<file path="config.mk">
export PLATFORM = sky130hd
export DESIGN_NAME = fifo_rd_packer
export DESIGN_NICKNAME = d
export VERILOG_FILES = /design/src/rtl/fifo_rd_packer.sv
export SDC_FILE = /design/constraint.sdc
export NUM_CORES = 1
export LEC_CHECK = 0
export CORE_MARGIN = 1.5
export CORE_UTILIZATION = 52
export DETAILED_ROUTE_END_ITERATION = 7
export PLACE_DENSITY_LB_ADDON = 0.1
export SYNTH_ARGS = -nofsm -noshare
export SYNTH_HDL_FRONTEND = slang
export SYNTH_SLANG_ARGS = --single-unit
export TNS_END_PERCENT = 30
</file>
<file path="constraint.sdc">
create_clock -name clk -period 2.8 [get_ports clk]
set_clock_uncertainty 0.1 [all_clocks]
set_input_delay 0.56 -clock clk [delete_from_list [all_inputs] [get_ports clk]]
set_output_delay 0.56 -clock clk [all_outputs]
set_load 0.05 [all_outputs]
</file>
<file path="src/rtl/fifo_rd_packer.sv">
// Read-side packer for the async FIFO: gathers PACK_NUM entries into one
// wide word and presents it on a valid/ready stream; flush emits a partial word.
module fifo_rd_packer #(
    parameter int DATA_WIDTH = 8,
    parameter int PACK_NUM   = 4,
    parameter int LSB_FIRST  = 1,
    localparam int OUT_WIDTH = DATA_WIDTH * PACK_NUM,
    localparam int CNT_W     = $clog2(PACK_NUM + 1)
) (
    input  logic                  clk,
    input  logic                  rst,
    input  logic                  fifo_empty,
    output logic                  fifo_rd_en,
    input  logic [DATA_WIDTH-1:0] fifo_dout,
    input  logic                  flush,
    output logic                  out_valid,
    input  logic                  out_ready,
    output logic [OUT_WIDTH-1:0]  out_data,
    output logic [CNT_W-1:0]      out_cnt,
    output logic                  busy
);

    typedef enum logic [1:0] {
        S_FILL,
        S_HOLD,
        S_FLUSH
    } state_e;

    state_e                 state_q, state_d;
    logic [OUT_WIDTH-1:0]   acc_q, acc_d;
    logic [CNT_W-1:0]       acc_cnt_q, acc_cnt_d;
    logic                   pend_q, pend_d;
    logic                   flush_req_q, flush_req_d;
    logic                   out_valid_q, out_valid_d;
    logic [OUT_WIDTH-1:0]   out_data_q, out_data_d;
    logic [CNT_W-1:0]       out_cnt_q, out_cnt_d;
    logic [CNT_W:0]         fill_lvl;
    logic [CNT_W-1:0]       lane;

    // Entries already captured plus the one still in flight.
    assign fill_lvl = {1'b0, acc_cnt_q} + {{CNT_W{1'b0}}, pend_q};

    assign fifo_rd_en = !rst && (state_q == S_FILL) && !fifo_empty
                        && !flush_req_q
                        && (fill_lvl < (CNT_W+1)'(PACK_NUM));

    assign lane = (LSB_FIRST != 0) ? acc_cnt_q
                                   : CNT_W'(PACK_NUM - 1) - acc_cnt_q;

    always_comb begin
        state_d     = state_q;
        acc_d       = acc_q;
        acc_cnt_d   = acc_cnt_q;
        pend_d      = fifo_rd_en;
        flush_req_d = flush_req_q | flush;
        out_valid_d = out_valid_q;
        out_data_d  = out_data_q;
        out_cnt_d   = out_cnt_q;

        if (out_valid_q && out_ready) begin
            out_valid_d = 1'b0;
        end

        unique case (state_q)
            S_FILL: begin
                if (pend_q) begin
                    for (int i = 0; i < PACK_NUM; i++) begin
                        if (lane == CNT_W'(i)) begin
                            acc_d[i*DATA_WIDTH +: DATA_WIDTH] = fifo_dout;
                        end
                    end
                    acc_cnt_d = acc_cnt_q + CNT_W'(1);
                    if (acc_cnt_q == CNT_W'(PACK_NUM - 1)) begin
                        state_d = S_HOLD;
                    end
                end else if (flush_req_q) begin
                    if (acc_cnt_q != '0) begin
                        state_d = S_FLUSH;
                    end else begin
                        // Nothing buffered: drop the request.
                        flush_req_d = flush;
                    end
                end
            end
            S_HOLD, S_FLUSH: begin
                if (!out_valid_q || out_ready) begin
                    out_data_d  = acc_q;
                    out_cnt_d   = acc_cnt_q;
                    out_valid_d = 1'b1;
                    acc_d       = '0;
                    acc_cnt_d   = '0;
                    flush_req_d = flush;
                    state_d     = S_FILL;
                end
            end
            default: begin
                state_d = S_FILL;
            end
        endcase
    end

    always_ff @(posedge clk) begin
        if (rst) begin
            state_q     <= S_FILL;
            acc_q       <= '0;
            acc_cnt_q   <= '0;
            pend_q      <= 1'b0;
            flush_req_q <= 1'b0;
            out_valid_q <= 1'b0;
            out_data_q  <= '0;
            out_cnt_q   <= '0;
        end else begin
            state_q     <= state_d;
            acc_q       <= acc_d;
            acc_cnt_q   <= acc_cnt_d;
            pend_q      <= pend_d;
            flush_req_q <= flush_req_d;
            out_valid_q <= out_valid_d;
            out_data_q  <= out_data_d;
            out_cnt_q   <= out_cnt_d;
        end
    end

    assign out_valid = out_valid_q;
    assign out_data  = out_data_q;
    assign out_cnt   = out_cnt_q;
    assign busy      = (acc_cnt_q != '0) || pend_q || out_valid_q;

endmodule

</file>
m3.png
The bar under the picture is 20 um long.
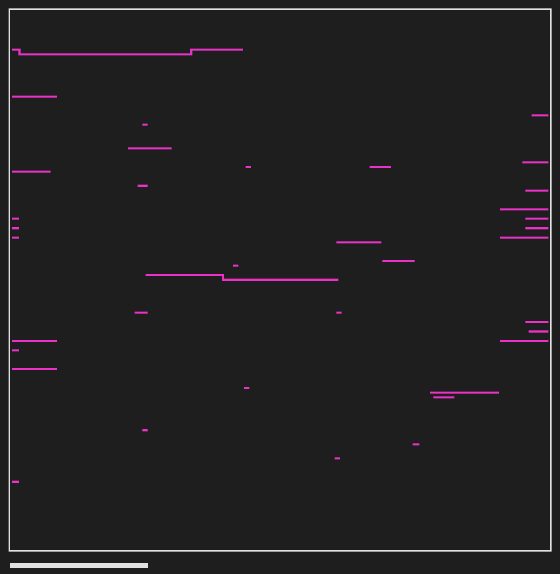
- longest straight run: 24.8 um
- nets with wire on the layer: 27
- wire length on this layer: 167 um
- main direction: horizontal

clock_nets.png
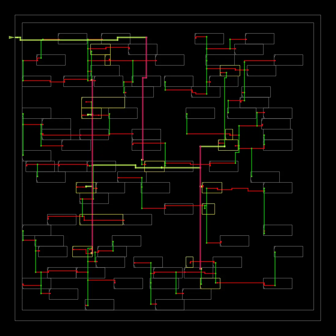
insertion delay at the late pin of the worst-skew pair: 340 ps
TritonCTS buffer count: 9
count of clock buffers in the final design: 10
power attributed to the clock group: 0.000876 W
seq_cells: 75

m1.png
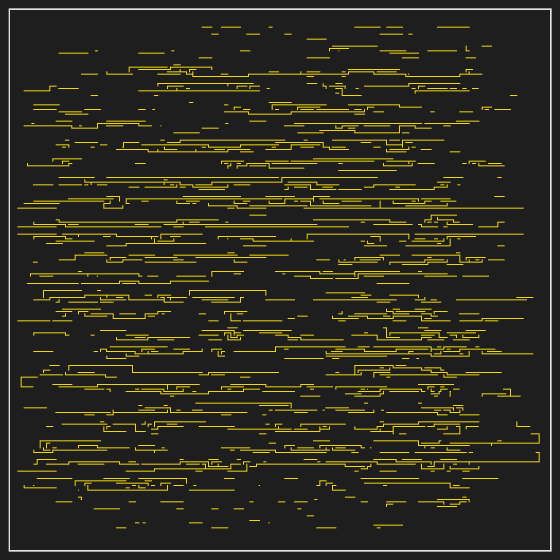
- nets with wire on the layer: 357
- longest straight run: 31.7 um
- main direction: horizontal
routing usage on met1: 0.295
aggregate routed wire length: 6220 um
Via Count: 2,360

class_map.png
Fill, decap, tap and diode cells in gray.
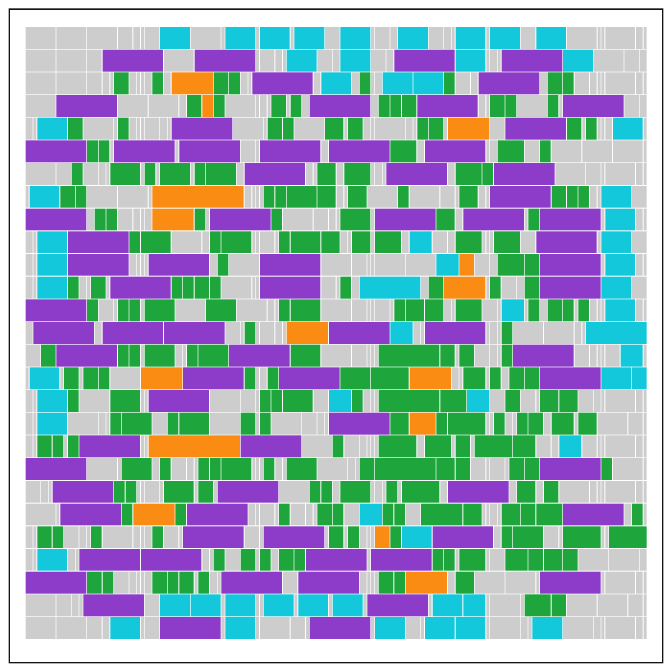
- purple: sequential cells (cells 75; share of their area 41%)
- cyan: remaining buffers and delay cells (cells 60; share of their area 16%)
- green: remaining logic cells (cells 231; share of their area 37%)
- orange: clock drivers and dummy loads (cells 15; share of their area 5.7%)

==> Slide: Implementation Results <==
Physical Implementation Snapshot

Clock network
  – Number of buffers inserted by post-CTS setup repair: 0
  – Max H-tree Level: 3
  – Number of buffers inserted by hold repair at cts: 0
  – Post-cts repair resize count: 0

Cells and area
  – Most frequent logic cell in the layout: sky130_fd_sc_hd__dfxtp_1
  – Non-Clock Buffer Area Fraction: 0.158
  – Number of non-clock inverters in the layout: 5
  – Multi-input gate area: 1320 sq um
  – Layout multi-input combinational cell count: 226

Final timing
  – Setup-violating endpoint count in the final report: 0
  – Relative slew slack: 0.383
  – Final sum of negative setup slack: 0 ps
  – Post-layout worst setup margin: 235 ps
  – Final tally of hold violations: 0

Floorplanning
  – Top Ports: 51
  – Die height: 78.2 um
  – Initial Utilization: 0.537
  – Die Footprint: 6110 sq um

Logic synthesis
  – Sequential cell area fraction in the yosys report: 0.511
  – Cell total in the yosys stat output: 326
  – Adder and majority cell fraction of the synthesized area: 0.0298
  – Library cell with the largest summed area after synthesis: sky130_fd_sc_hd__dfxtp_1
  – Area fraction in compound gates after synthesis: 0.138
  – Flip-flops with a built-in enable: 0
  – Multiplexer fraction of the synthesized cell area: 0.0865
  – Area share of xor/xnor cells in the synthesized design: 0
  – Largest family of logic cells by area: simple AND/OR/NAND/NOR gates
  – Synthesized area per cell: 9.01 sq um
  – Gate count of the mapped netlist: 326
  – Distinct cell type count after synthesis: 33

Placed design
  – Number of cells after detailed placement: 438
  – Instance area at placement: 3520 sq um

GRT
  – Total gr overflow: 0

Pwr
  – Net Sw Frac: 0.231
  – Overall power: 0.00215 W
  – Power per standard cell area: 575 nW/um^2
  – Seq power: 0.00110 W

Detailed routing
  – Wire length per cell: 13.7 um
  – TritonRoute pass-1 iters: 4

Run
  – Max-capacitance violation count: 0

Status
  – Run status: finished clean

Setup path
  – Slowest CP cell: sky130_fd_sc_hd__or4_1
-- layer usage --
| metal | GRT usage | vias to the layer above | share of wire |
|---|---|---|---|
| met3 | 0.0372 | 15 | 0.027 |
| met1 | 0.295 | 1116 | 0.48 |
| met2 | 0.338 | 40 | 0.47 |
| met4 | 0.127 | 0 | 0.027 |
| li1 | - | 1189 | - |
| met5 | 0 | - | 0 |
-- worst paths after layout --
kind                            startpoint          end  slack (ps)  cells past startpoint
worst min-delay path              acc_q[2]  out_data[2]         350                      2
worst max register to register  state_q[1]   out_cnt[0]         560                      7
worst min register to register    acc_q[2]  out_data[2]         350                      2
worst max-delay path            fifo_empty   fifo_rd_en         240                      4
Power figures rest on the tool's default switching activity, not on a simulated workload.
